===== config.mk =====
export PLATFORM = sky130hd
export DESIGN_NAME = i2c_port_arb
export DESIGN_NICKNAME = d
export VERILOG_FILES = /design/src/rtl/i2c_port_arb.sv
export SDC_FILE = /design/constraint.sdc
export NUM_CORES = 1
export LEC_CHECK = 0
export CAP_MARGIN = 30
export CORE_ASPECT_RATIO = 1.75
export CORE_MARGIN = 1
export CORE_UTILIZATION = 35
export CTS_CLUSTER_SIZE = 8
export DETAILED_ROUTE_END_ITERATION = 8
export GPL_TIMING_DRIVEN = 0
export PLACE_DENSITY = 0.63
export SLEW_MARGIN = 20
export SYNTH_ARGS = -nofsm -noshare
export SYNTH_HDL_FRONTEND = slang
export SYNTH_SLANG_ARGS = --single-unit

===== constraint.sdc =====
create_clock -name clk -period 2.81 [get_ports clk]
set_clock_uncertainty 0.15 [all_clocks]
set_input_delay 0.281 -clock clk [delete_from_list [all_inputs] [get_ports clk]]
set_output_delay 0.281 -clock clk [all_outputs]
set_load 0.05 [all_outputs]

===== src/rtl/i2c_port_arb.sv =====
// i2c_port_arb: locks one of NCH synchronised, glitch-filtered I2C pin pairs
// onto a single internal slave from START until STOP, timeout or disable.
// Ports:
//   clk, rstz          clock, async active-low reset
//   scl_i/sda_i        raw pad lines per pair
//   ch_en              per-pair enable mask
//   slv_scl_oe/sda_oe  slave pull-low requests
//   scl_o/sda_o        routed filtered lines to the slave
//   scl_oe/sda_oe      per-pair pull-low enables (locked pair only)
//   sel                one-hot locked pair, 0 when idle
//   locked             arbiter is locked
//   tout               one-cycle timeout pulse
module i2c_port_arb #(
  parameter int NCH    = 4,
  parameter int FLT    = 3,
  parameter int TOUT_W = 16
) (
  input  logic           clk,
  input  logic           rstz,
  input  logic [NCH-1:0] scl_i,
  input  logic [NCH-1:0] sda_i,
  input  logic [NCH-1:0] ch_en,
  input  logic           slv_scl_oe,
  input  logic           slv_sda_oe,
  output logic           scl_o,
  output logic           sda_o,
  output logic [NCH-1:0] scl_oe,
  output logic [NCH-1:0] sda_oe,
  output logic [NCH-1:0] sel,
  output logic           locked,
  output logic           tout
);

  localparam int NL = 2 * NCH;
  localparam int CW = (FLT > 1) ? $clog2(FLT) : 1;
  localparam logic [TOUT_W-1:0] TMAX = '1;

  typedef enum logic {
    IDLE,
    LOCK
  } state_t;

  // Lines are handled as one vector: [NCH-1:0] SCL, [NL-1:NCH] SDA.
  logic [NL-1:0] s1_q;
  logic [NL-1:0] s2_q;
  logic [NL-1:0] flt_q;
  logic [NL-1:0] flt_d;
  logic [CW-1:0] cnt_q [NL];
  logic [CW-1:0] cnt_d [NL];

  always_ff @(posedge clk or negedge rstz) begin
    if (!rstz) begin
      s1_q  <= '1;
      s2_q  <= '1;
      flt_q <= '1;
      for (int i = 0; i < NL; i++) cnt_q[i] <= '0;
    end else begin
      s1_q  <= {sda_i, scl_i};
      s2_q  <= s1_q;
      flt_q <= flt_d;
      for (int i = 0; i < NL; i++) cnt_q[i] <= cnt_d[i];
    end
  end

  // Count consecutive samples disagreeing with the filtered value;
  // the FLT-th one flips it, any agreeing sample restarts the run.
  always_comb begin
    flt_d = flt_q;
    for (int i = 0; i < NL; i++) begin
      cnt_d[i] = '0;
      if (s2_q[i] != flt_q[i]) begin
        if (cnt_q[i] == CW'(FLT - 1)) flt_d[i] = s2_q[i];
        else cnt_d[i] = cnt_q[i] + CW'(1);
      end
    end
  end

  logic [NCH-1:0] fscl_q, fsda_q, fscl_d, fsda_d;
  logic [NCH-1:0] start, stop, sedge, cand, win;

  assign fscl_q = flt_q[NCH-1:0];
  assign fsda_q = flt_q[NL-1:NCH];
  assign fscl_d = flt_d[NCH-1:0];
  assign fsda_d = flt_d[NL-1:NCH];

  // Events are taken on the filter update itself so a lock lands on the
  // same edge as the filtered SDA fall.
  assign start = fsda_q & ~fsda_d & fscl_q & fscl_d;
  assign stop  = ~fsda_q & fsda_d & fscl_q & fscl_d;
  assign sedge = fscl_q ^ fscl_d;
  assign cand  = start & ch_en;
  assign win   = cand & (~cand + NCH'(1));

  state_t            state_q, state_d;
  logic [NCH-1:0]    sel_q, sel_d;
  logic              scl_q, scl_d;
  logic              sda_q, sda_d;
  logic              tout_q, tout_d;
  logic [TOUT_W-1:0] tcnt_q, tcnt_d;
  logic              en_sel, stop_sel, edge_sel;

  assign en_sel   = |(ch_en & sel_q);
  assign stop_sel = |(stop & sel_q);
  assign edge_sel = |(sedge & sel_q);

  always_ff @(posedge clk or negedge rstz) begin
    if (!rstz) begin
      state_q <= IDLE;
      sel_q   <= '0;
      scl_q   <= 1'b1;
      sda_q   <= 1'b1;
      tout_q  <= 1'b0;
      tcnt_q  <= '0;
    end else begin
      state_q <= state_d;
      sel_q   <= sel_d;
      scl_q   <= scl_d;
      sda_q   <= sda_d;
      tout_q  <= tout_d;
      tcnt_q  <= tcnt_d;
    end
  end

  always_comb begin
    state_d = state_q;
    sel_d   = sel_q;
    scl_d   = 1'b1;
    sda_d   = 1'b1;
    tout_d  = 1'b0;
    tcnt_d  = '0;
    unique case (state_q)
      IDLE: begin
        if (|win) begin
          state_d = LOCK;
          sel_d   = win;
          sda_d   = 1'b0;
        end
      end
      LOCK: begin
        scl_d = |(fscl_q & sel_q);
        sda_d = |(fsda_q & sel_q);
        if (edge_sel) tcnt_d = '0;
        else if (tcnt_q != TMAX) tcnt_d = tcnt_q + TOUT_W'(1);
        else tcnt_d = tcnt_q;
        if (!en_sel || stop_sel || tcnt_d == TMAX) begin
          state_d = IDLE;
          sel_d   = '0;
          tcnt_d  = '0;
          tout_d  = en_sel && !stop_sel;
        end
      end
      default: begin
        state_d = IDLE;
        sel_d   = '0;
      end
    endcase
  end

  assign scl_o  = scl_q;
  assign sda_o  = sda_q;
  assign sel    = sel_q;
  assign locked = (state_q == LOCK);
  assign tout   = tout_q;
  assign scl_oe = sel_q & {NCH{slv_scl_oe & locked}};
  assign sda_oe = sel_q & {NCH{slv_sda_oe & locked}};

endmodule


**Run 1: a small window of the routed layout**

Window x 17 to 57, y 69 to 109 um. Cells in gray, sequential cells in the stronger gray; small squares are vias.
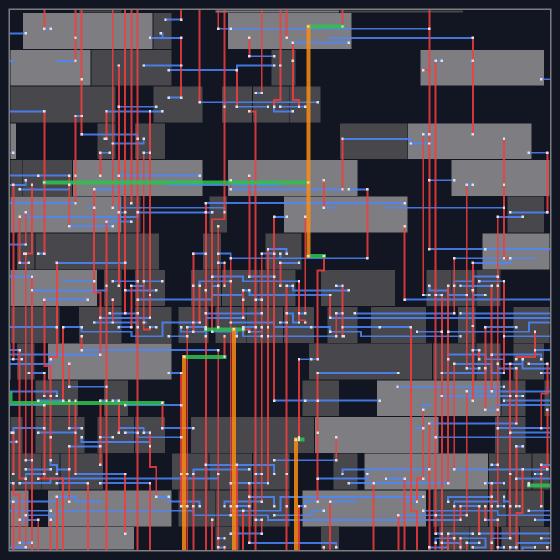
| layer | color |
|---|---|
| metal 1 | blue |
| metal 4 | orange |
| metal 3 | green |
| metal 2 | red |
netlist names of flops here include: tcnt_q (5), cnt_q (3), flt_q (3)
cells with their middle in the window: 93
most frequent: dfrtp_1 (12), nor3_1 (7), nand2_1 (7)
sequential cells in the window: 19

**Run 1: selected gate families**

Scale: 4 px per um.
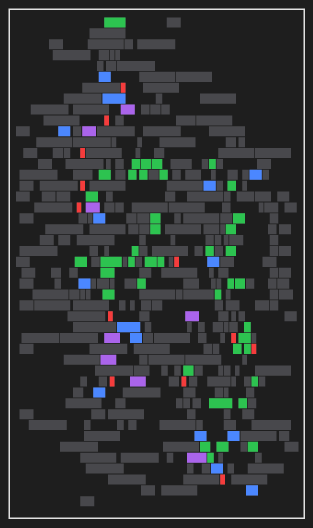
| family | color | cells |
|---|---|---|
| inverting AOI/OAI gates | green | 41 |
| inverters | red | 12 |
| XOR/XNOR gates | blue | 15 |
| multiplexers | purple | 8 |

**Run 1: met2 routing**

Scale: 3 px per um.
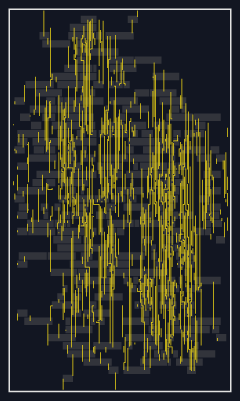
wire length on this layer: 4270 um
main direction: vertical
share of all routed wire: 54%
nets with wire on the layer: 322
GR Layer Usage met2: 32.5%
WL final: 7.90 mm
via count: 2548

==> impl_metrics.csv, run 1 <==
group,metric,value,unit
run_status,status,"complete, no violations",
worst_setup_path,endpoint_kind,"flop",
routing,drtPass1Iterations,5,
final_timing,period_needed,2.75,ns
power,top_power_group,"sequential cells",
power,max-vdd-ir-drop,0.553,mV
final_timing,setup_viol_count_final,0,
logic_synthesis,yosysMostFrequentCell,"dfrtp_1",
placed_design,postPlaceCellArea,0.00360,sq mm
global_route,grt_first_pass_wirelength,12.6,mm
final_layout,comb_share,36.0,%
worst_setup_path,crit_arrival,2.79,ns
power,power-per-cell-area,842,mW/mm^2
routing,vias_per_cell,5.46,
placed_design,dp_cells,445,
run,warnings,26,
global_route,use_met3,3.26,%
worst_setup_path,crit_end,"tcnt_q[4]",
clock_network,clockRootBuffer,"clkbuf_16",
final_layout,comb_cells,211,
logic_synthesis,synthDistinctLibCells,56,
global_route,overflow,0,
clock_network,cts.sinks,64,
logic_synthesis,syn_area_per_cell,10.5,sq um
worst_setup_path,worst_path_max_delay_cell,"or4_4",
logic_synthesis,synth_warnings,0,
global_route,grt_max_degree,60,
power,fin_total_pwr,3.39,mW
routing,post_drt_wl_per_cell,16.9,um
power,pg_clk,1.11,mW
logic_synthesis,netlist.area_leader.share,30.5,%
final_layout,fin_util,46.4,%
clock_network,cts_resized,12,
worst_setup_path,path_buffers,3,
power,p_seq,1.40,mW
worst_setup_path,path_depth,10,
floorplan,std_cell_rows,45,
logic_synthesis,ys_sh_xor,4.21,%
logic_synthesis,ys.flops,64,
clock_network,cts_made_buffers,9,
floorplan,dieArea,0.00931,sq mm
logic_synthesis,top_cells_by_area,"dfrtp_1 (30%), dfstp_2 (22%), nor3_1 (4.5%)",
routing,met1_length,2.91,mm
worst_setup_path,crit_start,"tcnt_q[0]",
clock_network,cts_tree,"yes",
logic_synthesis,top_logic_kind,"simple AND/OR/NAND/NOR gates",
final_timing,maxSlewHeadroom,59.5,%
**Run 1: register map, names as in the netlist**

Scale: 4 px per um. Other sequential cells in the stronger gray, the rest of the logic in the fainter gray.
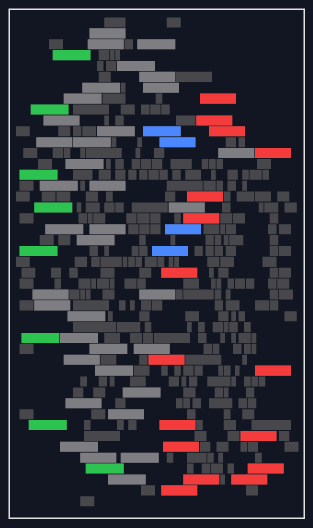

==> run 2: changes to the inputs <==
CORE_ASPECT_RATIO = 0.7   (was 1.75)
**Run 2: register map, names as in the netlist**

Scale: 4 px per um. Other sequential cells in the stronger gray, the rest of the logic in the fainter gray.
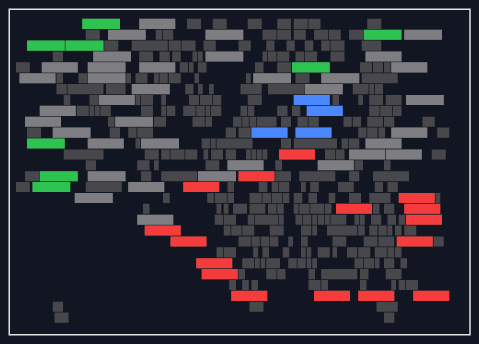
| netlist name | color | flops |
|---|---|---|
| sel | blue | 4 |
| tcnt_q | red | 16 |
| s1_q | green | 8 |
not colored: 36

==> run 2 against run 1 <==
Against the previous run: first-iteration DRC count rose to 2.7 times the previous value; via count unchanged; critical path depth decreased by 2; total power down 0.29%; clock power is essentially flat; largest power group unchanged; wire length down 6.0%; sequential power about the same; final cell count is 1.5% higher; global-route usage fell by 0.94 points; worst hold slack better by 0.039 ns; area after synthesis stayed put.
==> impl_metrics.csv, run 2 <==
group,metric,value,unit
run_status,status,"complete, no violations",
clock_network,cts.sinks,64,
logic_synthesis,netlist.area_leader.share,30.5,%
routing,met1_length,3.77,mm
worst_setup_path,crit_arrival,2.77,ns
logic_synthesis,yosysMostFrequentCell,"dfrtp_1",
routing,totalWireLength,7.42,mm
global_route,grt_first_pass_wirelength,11.9,mm
power,p_seq,1.39,mW
logic_synthesis,top_cells_by_area,"dfrtp_1 (30%), dfstp_2 (22%), nor3_1 (4.5%)",
power,fin_total_pwr,3.38,mW
clock_network,clockRootBuffer,"clkbuf_16",
placed_design,postPlaceCellArea,0.00360,sq mm
logic_synthesis,ys_sh_xor,4.21,%
routing,vias_per_cell,5.38,
clock_network,cts_resized,11,
logic_synthesis,synth_warnings,0,
global_route,grt_util_met2,22.3,%
run,warnings,27,
final_timing,period_needed,2.73,ns
logic_synthesis,synthDistinctLibCells,56,
routing,route.vias.total,2548,
logic_synthesis,syn_area_per_cell,10.5,sq um
worst_setup_path,path_depth,8,
placed_design,dp_cells,448,
final_layout,fin_util,47.4,%
power,top_power_group,"sequential cells",
routing,drtPass1Iterations,5,
logic_synthesis,top_logic_kind,"simple AND/OR/NAND/NOR gates",
final_layout,comb_cells,211,
logic_synthesis,ys.flops,64,
power,max-vdd-ir-drop,0.432,mV
clock_network,cts_made_buffers,9,
power,power-per-cell-area,833,mW/mm^2
floorplan,dieArea,0.00930,sq mm
Power and IR drop assume default switching activity.
